### Nets reached from selected ports

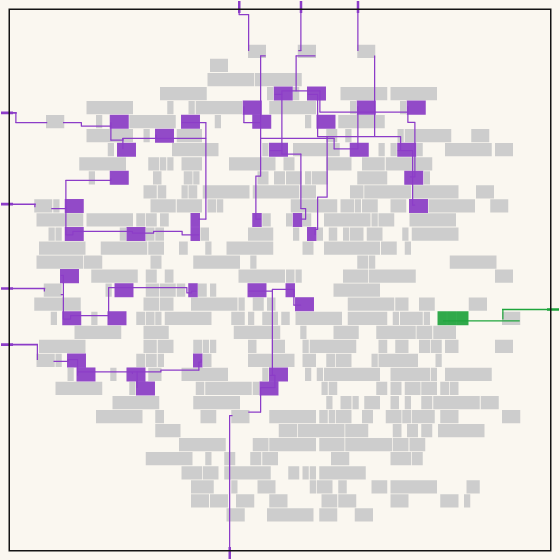
### Placed cells, one colour a class

The bar under the picture is 20 um long.
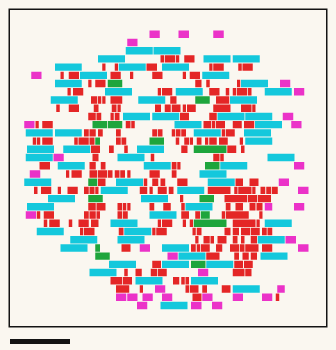
## src/rtl/ofdm_pkg.sv

```systemverilog
// Shared constants, FSM state type and the subcarrier/slot map for the
// OFDM subcarrier assembler.
package ofdm_pkg;

  localparam int         NUM_SC     = 8;
  localparam int         NUM_SLOTS  = 5;
  localparam logic [2:0] NULL_IDX   = 3'd0;
  localparam logic [2:0] PILOT_IDX0 = 3'd2;
  localparam logic [2:0] PILOT_IDX1 = 3'd6;
  localparam logic [2:0] LAST_IDX   = 3'd7;
  localparam logic [2:0] FULL_CNT   = 3'd5;

  typedef enum logic [1:0] {
    ST_IDLE = 2'd0,
    ST_FILL = 2'd1,
    ST_EMIT = 2'd2
  } state_e;

  // Data slot that feeds a given subcarrier; non-data subcarriers map to 0.
  function automatic logic [2:0] sc_to_slot(input logic [2:0] sc);
    logic [2:0] slot;
    case (sc)
      3'd1:    slot = 3'd0;
      3'd3:    slot = 3'd1;
      3'd4:    slot = 3'd2;
      3'd5:    slot = 3'd3;
      3'd7:    slot = 3'd4;
      default: slot = 3'd0;
    endcase
    return slot;
  endfunction

  // True for subcarriers that carry user data.
  function automatic logic sc_is_data(input logic [2:0] sc);
    logic is_data;
    case (sc)
      3'd1, 3'd3, 3'd4, 3'd5, 3'd7: is_data = 1'b1;
      default:                      is_data = 1'b0;
    endcase
    return is_data;
  endfunction

endpackage

```

## src/rtl/ofdm_frame_buf.sv

```systemverilog
// 5x8 data slot register file: one write port, one combinational read
// port, and a synchronous clear of all slots.
module ofdm_frame_buf
  import ofdm_pkg::*;
(
  input  logic       clk,
  input  logic       rst,
  input  logic       clr,
  input  logic       we,
  input  logic [2:0] waddr,
  input  logic [7:0] wdata,
  input  logic [2:0] raddr,
  output logic [7:0] rdata
);

  logic [7:0] slot_q [NUM_SLOTS];
  logic [7:0] slot_d [NUM_SLOTS];

  // Next slot contents: clear wins over a write; out-of-range writes dropped.
  always_comb begin
    for (int i = 0; i < NUM_SLOTS; i++) begin
      slot_d[i] = slot_q[i];
    end
    if (clr) begin
      for (int i = 0; i < NUM_SLOTS; i++) begin
        slot_d[i] = 8'h00;
      end
    end else if (we && (waddr < FULL_CNT)) begin
      slot_d[waddr] = wdata;
    end else begin
      slot_d[0] = slot_q[0];
    end
  end

  // Read port; out-of-range addresses read as zero.
  always_comb begin
    rdata = 8'h00;
    if (raddr < FULL_CNT) begin
      rdata = slot_q[raddr];
    end else begin
      rdata = 8'h00;
    end
  end

  // Slot storage with asynchronous reset.
  always_ff @(posedge clk or posedge rst) begin
    if (rst) begin
      for (int i = 0; i < NUM_SLOTS; i++) begin
        slot_q[i] <= 8'h00;
      end
    end else begin
      for (int i = 0; i < NUM_SLOTS; i++) begin
        slot_q[i] <= slot_d[i];
      end
    end
  end

endmodule

```

## src/rtl/ofdm_subcarrier_assembler.sv

```systemverilog
// Collects five mapped data symbols, then emits an 8-subcarrier OFDM frame
// with a null at index 0 and pilots at indices 2 and 6.
module ofdm_subcarrier_assembler
  import ofdm_pkg::*;
#(
  parameter logic signed [3:0] PILOT_AMP    = 4'sd1,
  parameter bit                PILOT_TOGGLE = 1'b1
) (
  input  logic       clk,
  input  logic       rst,
  input  logic [7:0] sym_in,
  input  logic       sym_valid,
  output logic       sym_ready,
  input  logic       flush,
  output logic [7:0] out_data,
  output logic       out_valid,
  input  logic       out_ready,
  output logic       out_first,
  output logic       out_last,
  output logic [7:0] frame_count,
  output logic       busy
);

  state_e     state_q, state_d;
  logic [2:0] cnt_q, cnt_d;
  logic [2:0] idx_q, idx_d;
  logic [7:0] fc_q, fc_d;
  logic [7:0] out_data_q, out_data_d;
  logic       out_valid_q, out_valid_d;
  logic       out_first_q, out_first_d;
  logic       out_last_q, out_last_d;
  logic       busy_q, busy_d;

  logic             accept;
  logic [2:0]       cnt_after;
  logic             buf_we;
  logic             buf_clr;
  logic [2:0]       buf_raddr;
  logic [7:0]       buf_rdata;
  logic signed [3:0] pilot_i;

  assign sym_ready = (state_q != ST_EMIT);
  assign accept    = sym_valid && sym_ready;

  // Slots hold zero between frames (cleared at frame end and on reset), so a
  // flush needs no extra writes to zero the slots that were never filled.
  ofdm_frame_buf u_buf (
    .clk   (clk),
    .rst   (rst),
    .clr   (buf_clr),
    .we    (buf_we),
    .waddr (cnt_q),
    .wdata (sym_in),
    .raddr (buf_raddr),
    .rdata (buf_rdata)
  );

  // FSM next state: accept is applied before flush on the same edge.
  always_comb begin
    state_d   = state_q;
    cnt_d     = cnt_q;
    idx_d     = idx_q;
    fc_d      = fc_q;
    buf_we    = 1'b0;
    buf_clr   = 1'b0;
    cnt_after = cnt_q;
    case (state_q)
      ST_IDLE, ST_FILL: begin
        if (accept) begin
          buf_we    = 1'b1;
          cnt_after = cnt_q + 3'd1;
        end else begin
          cnt_after = cnt_q;
        end
        cnt_d = cnt_after;
        if (cnt_after == FULL_CNT) begin
          state_d = ST_EMIT;
          idx_d   = NULL_IDX;
        end else if (flush && (cnt_after != 3'd0)) begin
          state_d = ST_EMIT;
          idx_d   = NULL_IDX;
        end else if (cnt_after != 3'd0) begin
          state_d = ST_FILL;
        end else begin
          state_d = ST_IDLE;
        end
      end
      ST_EMIT: begin
        if (out_valid_q && out_ready) begin
          if (idx_q == LAST_IDX) begin
            state_d = ST_IDLE;
            cnt_d   = 3'd0;
            idx_d   = NULL_IDX;
            fc_d    = fc_q + 8'd1;
            buf_clr = 1'b1;
          end else begin
            idx_d = idx_q + 3'd1;
          end
        end else begin
          idx_d = idx_q;
        end
      end
      default: begin
        state_d = ST_IDLE;
        cnt_d   = 3'd0;
        idx_d   = NULL_IDX;
      end
    endcase
  end

  // Output mux evaluated on next-state values so outputs are registered yet
  // show subcarrier 0 one cycle after the frame closes; pilots are built here.
  always_comb begin
    out_valid_d = 1'b0;
    out_first_d = 1'b0;
    out_last_d  = 1'b0;
    out_data_d  = 8'h00;
    busy_d      = (state_d != ST_IDLE);
    buf_raddr   = sc_to_slot(idx_d);
    pilot_i     = (PILOT_TOGGLE && fc_d[0]) ? -PILOT_AMP : PILOT_AMP;
    if (state_d == ST_EMIT) begin
      out_valid_d = 1'b1;
      out_first_d = (idx_d == NULL_IDX);
      out_last_d  = (idx_d == LAST_IDX);
      if ((idx_d == PILOT_IDX0) || (idx_d == PILOT_IDX1)) begin
        out_data_d = {4'h0, pilot_i};
      end else if (sc_is_data(idx_d)) begin
        out_data_d = buf_rdata;
      end else begin
        out_data_d = 8'h00;
      end
    end else begin
      out_valid_d = 1'b0;
    end
  end

  // State, counters and registered outputs with asynchronous reset.
  always_ff @(posedge clk or posedge rst) begin
    if (rst) begin
      state_q     <= ST_IDLE;
      cnt_q       <= 3'd0;
      idx_q       <= NULL_IDX;
      fc_q        <= 8'd0;
      out_data_q  <= 8'h00;
      out_valid_q <= 1'b0;
      out_first_q <= 1'b0;
      out_last_q  <= 1'b0;
      busy_q      <= 1'b0;
    end else begin
      state_q     <= state_d;
      cnt_q       <= cnt_d;
      idx_q       <= idx_d;
      fc_q        <= fc_d;
      out_data_q  <= out_data_d;
      out_valid_q <= out_valid_d;
      out_first_q <= out_first_d;
      out_last_q  <= out_last_d;
      busy_q      <= busy_d;
    end
  end

  assign out_data    = out_data_q;
  assign out_valid   = out_valid_q;
  assign out_first   = out_first_q;
  assign out_last    = out_last_q;
  assign frame_count = fc_q;
  assign busy        = busy_q;

endmodule
```

## config.mk

```make
export PLATFORM = sky130hd
export DESIGN_NAME = ofdm_subcarrier_assembler
export DESIGN_NICKNAME = d
export VERILOG_FILES = /design/src/rtl/ofdm_pkg.sv /design/src/rtl/ofdm_frame_buf.sv /design/src/rtl/ofdm_subcarrier_assembler.sv
export SDC_FILE = /design/constraint.sdc
export NUM_CORES = 1
export LEC_CHECK = 0
export CAP_MARGIN = 15
export CORE_MARGIN = 4
export CORE_UTILIZATION = 36
export DETAILED_ROUTE_END_ITERATION = 8
export PLACE_DENSITY = 0.59
export SLEW_MARGIN = 10
export SYNTH_ARGS = -nofsm -noshare
export SYNTH_HDL_FRONTEND = slang
export SYNTH_SLANG_ARGS = --single-unit
```

## constraint.sdc

```tcl
create_clock -name clk -period 5.85 [get_ports clk]
set_clock_uncertainty 0.1 [all_clocks]
set_input_delay 0.8775 -clock clk [delete_from_list [all_inputs] [get_ports clk]]
set_output_delay 0.8775 -clock clk [all_outputs]
set_load 0.1 [all_outputs]
```

==> design notes <==
The run finished with clean final reports. The H-tree generated during clock tree synthesis spans 3 levels. With the floorplan die area at 10900 um^2, the worst supply voltage drop on vdd is 0.000177 V.

On the worst path, the slowest cell contributes a delay of 650 ps. The top-area cell type share of the netlist area was 50.7%; the area fraction in compound gates after synthesis was 14.1%. In this run the mean area of a mapped cell was 10.4 um^2. The run gives 1570 ps for the setup slack at placement. Relative area change from synthesis to final layout: 18.3%. Per the OpenROAD floorplan log, the area of the core is 8890 um^2. The instance tally after logic synthesis was 323; the share of post-route cells with drive strength above 1 was 9.55%. Once detailed placement completed, the half-perimeter wirelength came to 4990 um.

Highest net fanout along the worst path: 27. At the pin with the least slew margin, the transition time is 1090 ps. The run gives 0 for the total setup buffers inserted after CTS.

Sort of element at the end of the critical path: a register. Setup repair after global routing left no endpoint under its margin. The horizontal die size was 105 um. The final timing report counts setup violations totalling 0. The first global-routing pass estimated 13000 um of wire. The antenna violation net count after detailed routing came out at 0.

Gates resized during post-CTS repair numbered 0. The first TritonRoute pass finished after 4 iterations. The analysis attributes to cell leakage a power of 1.92 nW.

Sequential cells were found to cover 50.7% of the synthesized design area. For this run, the top clock speed supported by timing is 252 MHz. The overall overflow remaining after global route was 0; the cell area after layout was 3970 um^2. Subtracting the final worst setup slack from the clock period gives 3970 ps.
Back to the opening pictures, 'Nets reached from selected ports':
[sym_in] purple | bits: 8 | direction: input | edge: 4 left, 3 top, 1 bottom | end cells: 40 | buffers: 8 | wire: 552 um
[out_ready] green | bits: 1 | direction: input | edge: right | end cells: 3 | buffers: 1 | wire: 25.6 um
# port buffers: 33
I/O pin total: 34

Back to the opening pictures, 'Placed cells, one colour a class':
[combinational and other logic] red | cells: 237 | share of their area: 41%
[clock drivers and dummy loads] green | cells: 16 | share of their area: 5.9%
[sequential cells] cyan | cells: 68 | share of their area: 44%
[remaining buffers and delay cells] magenta | cells: 35 | share of their area: 9.0%

## metrics by stage
step / hold WS, ps / cells
floorplan: 343 / 323
global placement: 361 / 448
detailed placement: 365 / 448
CTS: 379 / 464
global route: 390 / 464
finish: 379 / 464
## where the power goes
group,internal [W],switching (W),total (W)
registers,0.000642,0.000125,0.000767
clock network,0.000252,0.000190,0.000442
logic,0.000282,0.000585,0.000867
## Yosys cell counts, types with 4 or more instances
cell type and instances:
sky130_fd_sc_hd__a21o_1 4, sky130_fd_sc_hd__a21oi_1 21, sky130_fd_sc_hd__and3_1 9, sky130_fd_sc_hd__buf_2 5, sky130_fd_sc_hd__clkbuf_1 9, sky130_fd_sc_hd__dfrtp_1 68
sky130_fd_sc_hd__ha_1 4, sky130_fd_sc_hd__inv_1 5, sky130_fd_sc_hd__mux2i_1 32, sky130_fd_sc_hd__nand2_1 24, sky130_fd_sc_hd__nand3_1 20, sky130_fd_sc_hd__nand4_1 4
sky130_fd_sc_hd__nor2_1 47, sky130_fd_sc_hd__nor4_1 4, sky130_fd_sc_hd__o21a_1 4, sky130_fd_sc_hd__xnor2_1 5, sky130_fd_sc_hd__xor2_1 6
## flip-flops by register name, indices dropped and copies added, names as in the netlist, 2 cells and up
| register | cells |
|---|---|
| out_data | 8 |
| frame_count | 8 |
| state_q | 2 |
| cnt_q | 3 |
| idx_q | 3 |
| u_buf.slot_q | 40 |
## kinds of logic after synthesis
logic type	count (synthesis)
multiplexers	33
buffers and inverters	27
adder cells (fa/ha/maj)	4
AND-OR/OR-AND	60
XOR/XNOR	11
flip-flops	68
AND/OR/NAND/NOR	120
## path summary, 6_finish.rpt
check / cells after the start / endpoint / slack, ps / start
setup / recovery: 9 / out_data[7] / 1880 / sym_valid
hold / removal: 1 / frame_count[7] / 380 / frame_count[7]
setup reg to reg: 10 / out_data[7] / 2160 / cnt_q[0]
hold reg to reg: 1 / frame_count[7] / 380 / frame_count[7]
max in group asynchronous: 3 / out_data[1] / 4050 / rst
min in group asynchronous: 3 / frame_count[7] / 970 / rst
## worst max-delay path, delay by kind of cell
kind                   cells  cell delay [ps]
AND-OR/OR-AND              4             1330
buffers and inverters      2             1180
AND/OR/NAND/NOR            3              700
## layout by cell type, fill, tap and decap left out, drive strengths merged, types with 5 or more instances in the layout
cell / n
a21oi: 22
and3: 9
clkbuf: 10
clkdlybuf4s50: 33
clkinv: 5
dfrtp: 68
inv: 8
mux2i: 32
nand2: 24
nand3: 20
nand4: 5
nor2: 48
nor4: 5
xnor2: 5
xor2: 6
## layer usage
| layer | vias to the layer above | GRT usage, % | part of all wire [%] | wire, um |
|---|---|---|---|---|
| li1 | 1206 | - | - | - |
| met1 | 1211 | 21.6 | 49 | 3900 |
| met2 | 44 | 21.7 | 45 | 3590 |
| met3 | 12 | 3.08 | 3.6 | 283 |
| met4 | 0 | 6.28 | 1.6 | 123 |
| met5 | - | 0 | 0 | 0 |
## area by class of cell
type                       count  share of cell area (%)
clock inverter                 6                    2.20
multi-input combinational    228                    38.4
clock buffer                  10                    3.46
tap                          108                    3.40
timing repair buffer          35                    8.69
sequential                    68                    42.8
inverter                       9                   0.976
Power figures rest on the tool's default switching activity, not on a simulated workload.
